Figure 1. Cells colored by class.
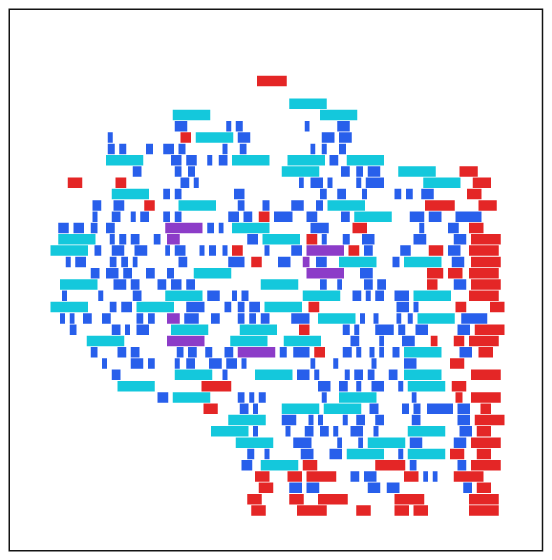
Figure 2. Clock nets.
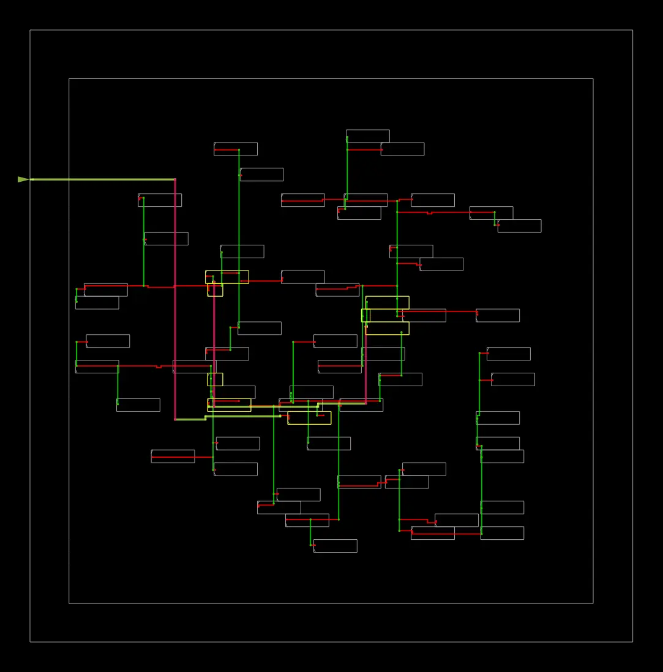
==> config.mk <==
export PLATFORM = sky130hd
export DESIGN_NAME = sand_frame_sequencer_flat
export DESIGN_NICKNAME = d
export VERILOG_FILES = /design/src/rtl/sand_frame_sequencer_if.sv /design/src/rtl/sand_frame_sequencer.sv /design/src/flat_wrapper.sv
export SDC_FILE = /design/constraint.sdc
export NUM_CORES = 1
export LEC_CHECK = 0
export CAP_MARGIN = 15
export CELL_PAD_IN_SITES_DETAIL_PLACEMENT = 1
export CELL_PAD_IN_SITES_GLOBAL_PLACEMENT = 2
export CORE_AREA = 8 8 120 122
export CTS_CLUSTER_DIAMETER = 200
export CTS_CLUSTER_SIZE = 14
export DETAILED_ROUTE_END_ITERATION = 8
export DIE_AREA = 0 0 128 130
export PLACE_DENSITY = 0.75
export REMOVE_ABC_BUFFERS = 1
export SYNTH_ARGS = -nofsm -noshare
export SYNTH_HDL_FRONTEND = slang
export SYNTH_SLANG_ARGS = --single-unit
==> constraint.sdc <==
create_clock -name clk_i -period 2.8 [get_ports clk_i]
set_input_delay 0.56 -clock clk_i [delete_from_list [all_inputs] [get_ports clk_i]]
set_output_delay 0.56 -clock clk_i [all_outputs]
set_load 0.05 [all_outputs]
==> results_slide.txt <==
Run Summary

Finish
  – Leading cell type in the layout, fill and taps excluded: sky130_fd_sc_hd__dfrtp_1
  – Max FFs per register: 21
  – Non-clock inverters: 7
  – Ratio of cells with drive above 1 in the final layout: 15.3%
  – Final cell area excluding filler cells: 0.00431 mm^2
  – Number of multi-input combinational cells in the layout: 257
  – Most frequently placed logic cells in the final layout: sky130_fd_sc_hd__dfrtp_1, sky130_fd_sc_hd__nand2_1, sky130_fd_sc_hd__clkdlybuf4s50_1
  – Ant. Diodes: 0
  – Fin util: 34.7%
  – Area growth from synthesis to layout: 40.3%
  – Nets: 427

Yosys
  – XOR/XNOR share of the synthesized area: 5.13%
  – Post-synthesis sequential element count: 55
  – Synth Flop Type: sky130_fd_sc_hd__dfrtp_1
  – Share of synthesized cell area in full adder, half adder and majority cells: 1.22%
  – Cells after synthesis: 336
  – Top cells by area, synth: sky130_fd_sc_hd__dfrtp_1, sky130_fd_sc_hd__nand2_1, sky130_fd_sc_hd__a22o_1, sky130_fd_sc_hd__nand4_1, sky130_fd_sc_hd__nand3_1
  – Post-Syn Area per Cell: 9.14 um^2
  – Largest type area fraction: 44.8%
  – Library cells used by synthesis: 51
  – Most frequent cells after synthesis: sky130_fd_sc_hd__dfrtp_1, sky130_fd_sc_hd__nand2_1, sky130_fd_sc_hd__nor2_1

Global route
  – GRT met1 Usage: 14.4%
  – Overall routing resource usage: 11.7%
  – Number of global-route vias before repair: 2,975

Power and ir drop
  – PwrDens: 351 mW/mm^2
  – Combinational group share of total power: 4.6%
  – Internal Power: 1.17 mW
  – Combinational cell power: 70.1 uW

Floorplan
  – Cell Rows: 41
  – Chip area: 0.0166 mm^2
  – Number of top-level pins: 56
  – FP Util: 24.7%
  – Die x size: 128 um

Clocking
  – Resized Gates After CTS: 4
  – Number of hold buffers added after CTS: 0

Final timing
  – Final Hold Violating Endpoints: 0
  – Worst relative slew slack: 49.3%
  – Setup repair after global routing missed its margin: false
  – Total of endpoints with negative setup slack in the final report: 0

Critical path
  – R2R Setup Slk: 0.68 ns
  – Slowest stage cell, crit path: sky130_fd_sc_hd__clkdlybuf4s50_1
  – Crit path largest cell delay: 0.47 ns
  – Critical path buffer and inverter count: 3

Drt
  – Number of vias in the routed layout: 2,817
  – Length of routed met3 wiring: 356 um
  – Total routed wire length on the met1 layer: 4.44 mm

Placed design
  – Setup slack after placement: -0.0193 ns
  – Cell Count Post-Placement: 559
  – Cell area after placement: 0.00410 mm^2
  – Final weighted congestion of routability-driven global placement: 0.769

Status
  – Result of the run: completed

Flow run
  – Number of max-cap violations: 0
## Picture notes: Figure 1
[other buffers and delay cells] red | cells: 71 | share of their area: 22%
[flops] cyan | cells: 55 | share of their area: 34%
[clock drivers and dummy loads] purple | cells: 8 | share of their area: 3.6%
[combinational and other logic] blue | cells: 264 | share of their area: 40%
core area: 0.0124 mm^2
flop share of the area: 31.9%

## Picture notes: Figure 2
clock-net power: 650 uW
worst clock skew on the final layout: 0.0109 ns
clock latency at the later pin of the worst-skew pair: 0.30 ns
sequential cells: 55

Power is estimated from default activity; no workload was simulated.
